$ cat src/rtl/mips_result_uart.sv
// Watches the processor PC for a halt address, snapshots R1/R2/R3 and sends them
// as seven 8N1 UART bytes (six data bytes plus an XOR checksum).
module mips_result_uart #(
  parameter int unsigned     CLKS_PER_BIT = 868,
  parameter int unsigned     PC_W         = 6,
  parameter logic [PC_W-1:0] DONE_PC      = PC_W'(63)
) (
  input  logic            clk,
  input  logic            rst_n,
  input  logic [PC_W-1:0] PC,
  input  logic [15:0]     R1,
  input  logic [15:0]     R2,
  input  logic [15:0]     R3,
  output logic            tx,
  output logic            busy,
  output logic            done
);

  localparam int unsigned CNT_W = 12;

  typedef enum logic [1:0] {IDLE, START, DATA, STOP} state_t;

  state_t           state;
  logic             armed;
  logic [CNT_W-1:0] baud;
  logic [2:0]       bit_idx;
  logic [2:0]       byte_idx;
  logic [15:0]      snap_r1;
  logic [15:0]      snap_r2;
  logic [15:0]      snap_r3;
  logic [7:0]       ck;
  logic [7:0]       cur_byte;
  logic [2:0]       bit_nxt;
  logic             bit_end;
  logic             trigger;

  assign bit_end = (baud == CNT_W'(CLKS_PER_BIT - 1));
  assign bit_nxt = bit_idx + 3'd1;
  assign trigger = (state == IDLE) && armed && (PC == DONE_PC);

  // Byte currently on the wire; byte 6 is the running checksum of bytes 0..5.
  always_comb begin
    cur_byte = ck;
    case (byte_idx)
      3'd0:    cur_byte = snap_r1[15:8];
      3'd1:    cur_byte = snap_r1[7:0];
      3'd2:    cur_byte = snap_r2[15:8];
      3'd3:    cur_byte = snap_r2[7:0];
      3'd4:    cur_byte = snap_r3[15:8];
      3'd5:    cur_byte = snap_r3[7:0];
      default: cur_byte = ck;
    endcase
  end

  always_ff @(posedge clk or negedge rst_n) begin
    if (!rst_n) begin
      state    <= IDLE;
      armed    <= 1'b1;
      baud     <= '0;
      bit_idx  <= '0;
      byte_idx <= '0;
      snap_r1  <= '0;
      snap_r2  <= '0;
      snap_r3  <= '0;
      ck       <= '0;
      tx       <= 1'b1;
      busy     <= 1'b0;
      done     <= 1'b0;
    end else begin
      done <= 1'b0;

      // Leaving the halt address re-arms, even mid-report.
      if (PC != DONE_PC) begin
        armed <= 1'b1;
      end else if (trigger) begin
        armed <= 1'b0;
      end

      if (state != IDLE) begin
        baud <= bit_end ? '0 : baud + CNT_W'(1);
      end

      case (state)
        IDLE: begin
          if (trigger) begin
            snap_r1  <= R1;
            snap_r2  <= R2;
            snap_r3  <= R3;
            ck       <= '0;
            byte_idx <= '0;
            bit_idx  <= '0;
            baud     <= '0;
            busy     <= 1'b1;
            tx       <= 1'b0;
            state    <= START;
          end
        end
        START: begin
          if (bit_end) begin
            bit_idx <= '0;
            tx      <= cur_byte[0];
            state   <= DATA;
          end
        end
        DATA: begin
          if (bit_end) begin
            if (bit_idx == 3'd7) begin
              tx    <= 1'b1;
              state <= STOP;
            end else begin
              bit_idx <= bit_nxt;
              tx      <= cur_byte[bit_nxt];
            end
          end
        end
        STOP: begin
          // End of stop bit: chain straight into the next start bit or finish.
          if (bit_end) begin
            if (byte_idx != 3'd6) begin
              ck       <= ck ^ cur_byte;
              byte_idx <= byte_idx + 3'd1;
              tx       <= 1'b0;
              state    <= START;
            end else begin
              byte_idx <= '0;
              tx       <= 1'b1;
              busy     <= 1'b0;
              done     <= 1'b1;
              state    <= IDLE;
            end
          end
        end
        default: state <= IDLE;
      endcase
    end
  end

endmodule

$ cat config.mk
export PLATFORM = sky130hd
export DESIGN_NAME = mips_result_uart
export DESIGN_NICKNAME = d
export VERILOG_FILES = /design/src/rtl/mips_result_uart.sv
export SDC_FILE = /design/constraint.sdc
export NUM_CORES = 1
export LEC_CHECK = 0
export ABC_CLOCK_PERIOD_IN_PS = 2800
export CELL_PAD_IN_SITES_DETAIL_PLACEMENT = 0
export CELL_PAD_IN_SITES_GLOBAL_PLACEMENT = 1
export CORE_ASPECT_RATIO = 1.75
export CORE_MARGIN = 5
export CORE_UTILIZATION = 43
export DETAILED_ROUTE_END_ITERATION = 12
export PLACE_DENSITY = 0.78
export SETUP_SLACK_MARGIN = 0.5
export SKIP_CTS_REPAIR_TIMING = 1
export SYNTH_ARGS = -nofsm -noshare
export SYNTH_HDL_FRONTEND = slang
export SYNTH_SLANG_ARGS = --single-unit
$ cat constraint.sdc
create_clock -name clk -period 2.8 [get_ports clk]
set_input_delay 0.56 -clock clk [delete_from_list [all_inputs] [get_ports clk]]
set_output_delay 0.56 -clock clk [all_outputs]
set_load 0.05 [all_outputs]
==> impl_metrics.toml, run 1 <==
# yosys + openroad results
[worst_setup_path]
worstSetupPathDepth = 1
reg2reg_slack_ps = 640
critPathTopFamily = "buffers and inverters"
crit_required_ps = 2240

[floorplanning]
fp_util_pct = 43.8
placementRows = 47
taps = 122

[power]
power.group.top = "registers"
combPwrFrac_pct = 4.3

[place]
hpwl_um = 6890
dp_slack_ps = 268

[global_routing]
grtUsageTotal_pct = 16.9

[finish]
comb_share_pct = 39.2
largestClassByArea = "combinational gates"

[synthesis]
flop_cell = "dfrtp_1"
syn_inst = 386
netlist_area_mm2 = 0.00414
yosys_area_mm2 = 0.00414
ys_warn_count = 0
netlist.area_leader.share_pct = 47.1

[timing]
tns_ps = 0
whs_ps = 367

[run_status]
status = "finished clean"

[clock_tree]
cts_buffers = 9

[routing]
drtAntennaViolNets = 0
==> run 1: kinds of logic after synthesis <==
| kind of cell | count (synthesis) | share of synthesized area, % |
|---|---|---|
| buf+inv | 36 | 3.99 |
| simple gates | 100 | 12.8 |
| compound gates | 98 | 15.6 |
| mux | 62 | 16.5 |
| fa+ha+maj | 8 | 2.42 |
| flops | 80 | 48.4 |
| xor+xnor | 2 | 0.423 |
==> run 1: routing by layer <==
layer / global-route usage [%] / routed length [µm] / share of wire [%] / vias to the layer above
met5: 0 / 0 / 0 / -
met4: 10.1 / 448 / 4.7 / 0
met3: 3.19 / 331 / 3.5 / 23
met2: 29.7 / 5080 / 54 / 58
met1: 18.6 / 3570 / 38 / 1567
li1: - / - / - / 1556
### Layout detail, run 1

Window x 34 to 84, y 80 to 130 µm. Cells in grey, sequential cells in the stronger grey; small squares are vias.
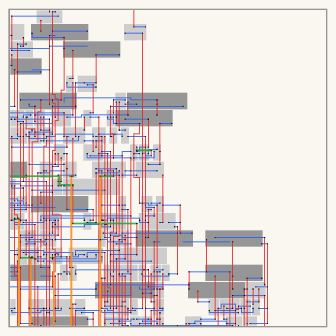
red -> M2
orange -> M4
blue -> M1
green -> M3
netlist names of flops here include = `ck` (5), `baud` (3), `bit_idx` (3)
most frequent = dfrtp_1 (12), a21oi_1 (10), nand2_1 (10)
sequential cells in the window = 14
cells with their middle in the window = 92

### Pin map, run 1

Scale: 4 px per µm. Pins as bars across the die edge, other pins in grey.
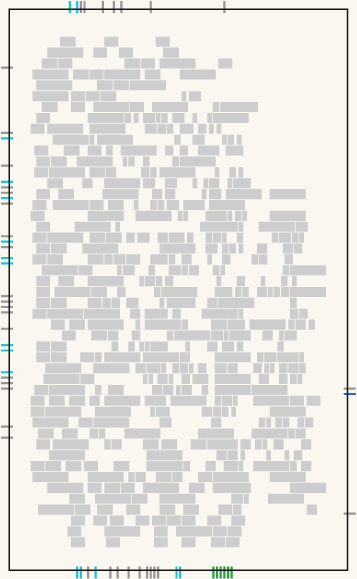
green -> `PC`  # pins 6, direction input, edge south
cyan -> `R1`  # pins 16, direction input, edge 9 west, 5 south, 2 north
blue -> `done`  # pins 1, direction output, edge east
input/output buffers: 58
Die Span Y: 140 µm
DIE WIDTH: 84.2 µm

### Clock routing, run 1

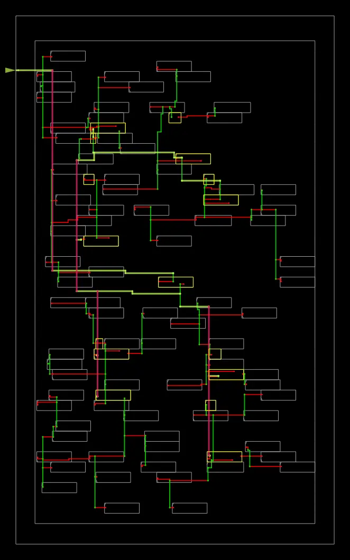
Worst Skew: 7.27 ps
clkbuf count: 10

--- run 2 (diff from run 1) ---
--- a/config.mk
+++ b/config.mk
@@ -5,7 +5,7 @@
 export SDC_FILE = /design/constraint.sdc
 export NUM_CORES = 1
 export LEC_CHECK = 0
-export ABC_CLOCK_PERIOD_IN_PS = 2800
+export ABC_CLOCK_PERIOD_IN_PS = 2200
 export CELL_PAD_IN_SITES_DETAIL_PLACEMENT = 0
 export CELL_PAD_IN_SITES_GLOBAL_PLACEMENT = 1
 export CORE_ASPECT_RATIO = 1.75
==> constraint.sdc (replaced) <==
create_clock -name clk -period 2.2 [get_ports clk]
set_input_delay 0.44 -clock clk [delete_from_list [all_inputs] [get_ports clk]]
set_output_delay 0.44 -clock clk [all_outputs]
set_load 0.05 [all_outputs]
### Pin map, run 2

Scale: 4 px per µm. Pins as bars across the die edge, other pins in grey.
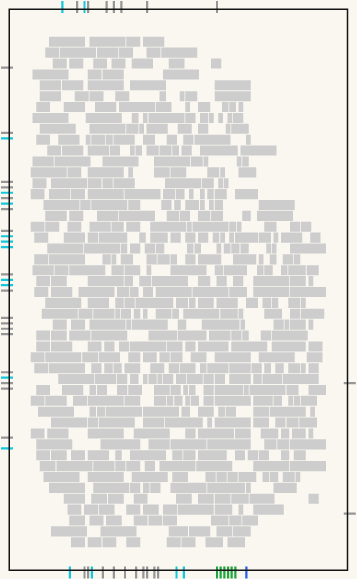
cyan -> `R1`  # pins 16, direction input, edge 10 west, 4 south, 2 north
blue -> `done`  # pins 1, direction output, edge south
green -> `PC`  # pins 6, direction input, edge south
all pins by edge = 27 west, 21 south, 9 north, 2 east

### Metal 3, run 2

Scale: 4 px per µm.
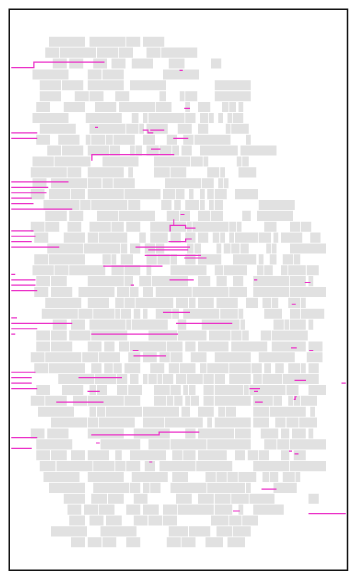
wire length on this layer = 441 µm
main direction = horizontal
Routed WL: 12,100 µm
Vias: 3,545
GR Util met3: 3.08%

==> impl_metrics.toml, run 2 <==
# yosys + openroad results
[power]
power_frac_seq_pct = 47.3
powerClk_mw = 1.50
power.group.top = "the clock network"
combPwrFrac_pct = 4.4
pg_seq_mw = 1.47

[run_status]
status = "finished clean"

[timing]
layout_setup_ws_ps = 90.5
fin_skew_ps = 7.65
whs_ps = 94.4
tns_ps = 0
period_needed_ps = 2110

[synthesis]
yosys_area_mm2 = 0.00414
syn_inst = 386
xor_share_pct = 0.423
netlist.area_leader.share_pct = 47.1
mux_share_pct = 16.5
ys_warn_count = 0
synthTopLogicFamily = "multiplexers"
compound_area_share_pct = 15.6
ys_seq_elements = 80
ys_sh_simple_pct = 12.8
adder_share_pct = 2.42
flop_cell = "dfrtp_1"
netlist_area_mm2 = 0.00414

[finish]
layout_top_cell = "dfrtp_1"
final_cells = 639
nonClockBufferCount = 135
comb_share_pct = 38.4
largestClassByArea = "combinational gates"
n_fill_cell = 684
n_clock_buffer = 10
final_util_pct = 68.2
comb_area_mm2 = 0.00248

[job]
tool_warnings = 31

[place]
placed_area_mm2 = 0.00519
dp_slack_ps = -150
numPortBuffers = 58
hpwl_um = 7790

[floorplanning]
dieHeight_um = 140
placementRows = 47
die_w_um = 84.2
taps = 122
fp_util_pct = 43.8

[clock_tree]
cts_buffers = 9

[worst_setup_path]
reg2reg_slack_ps = 90
crit_required_ps = 2460

[routing]
drtAntennaViolNets = 0
vias_per_cell = 5.55
drt_pre_antenna_iters = 4

[global_routing]
grtUsageTotal_pct = 17.8
run 2: cell count changes in the layout (fill, tap and decap cells not counted), moves of 8 or more:
cell	previous run	this run
clkbuf_16	9	17
buf_4	20	49
mux2_2	49	12
o21ai_0	35	10
dlymetal6s2s_1	0	8
o21ai_1	1	13
a21oi_1	17	9
buf_6	0	15
o21ai_2	1	12
mux2_4	0	37
clkdlybuf4s50_1	57	48
run 2: per-layer routing:
layer	vias up	GRT usage, %	routed length, µm
met5	-	0	0
li1	1668	-	-
met2	91	33.6	6780
met4	0	9.41	475
met3	29	3.08	440
met1	1757	18.2	4440
run 2: worst max-delay path, stage by stage (launching register included):
cell and delay, ps:
dfrtp_2 440, buf_6 160, mux2i_1 140, o21ai_0 470
a211oi_2 160, a2111oi_0 390, a2111oi_0 120, a21oi_1 160
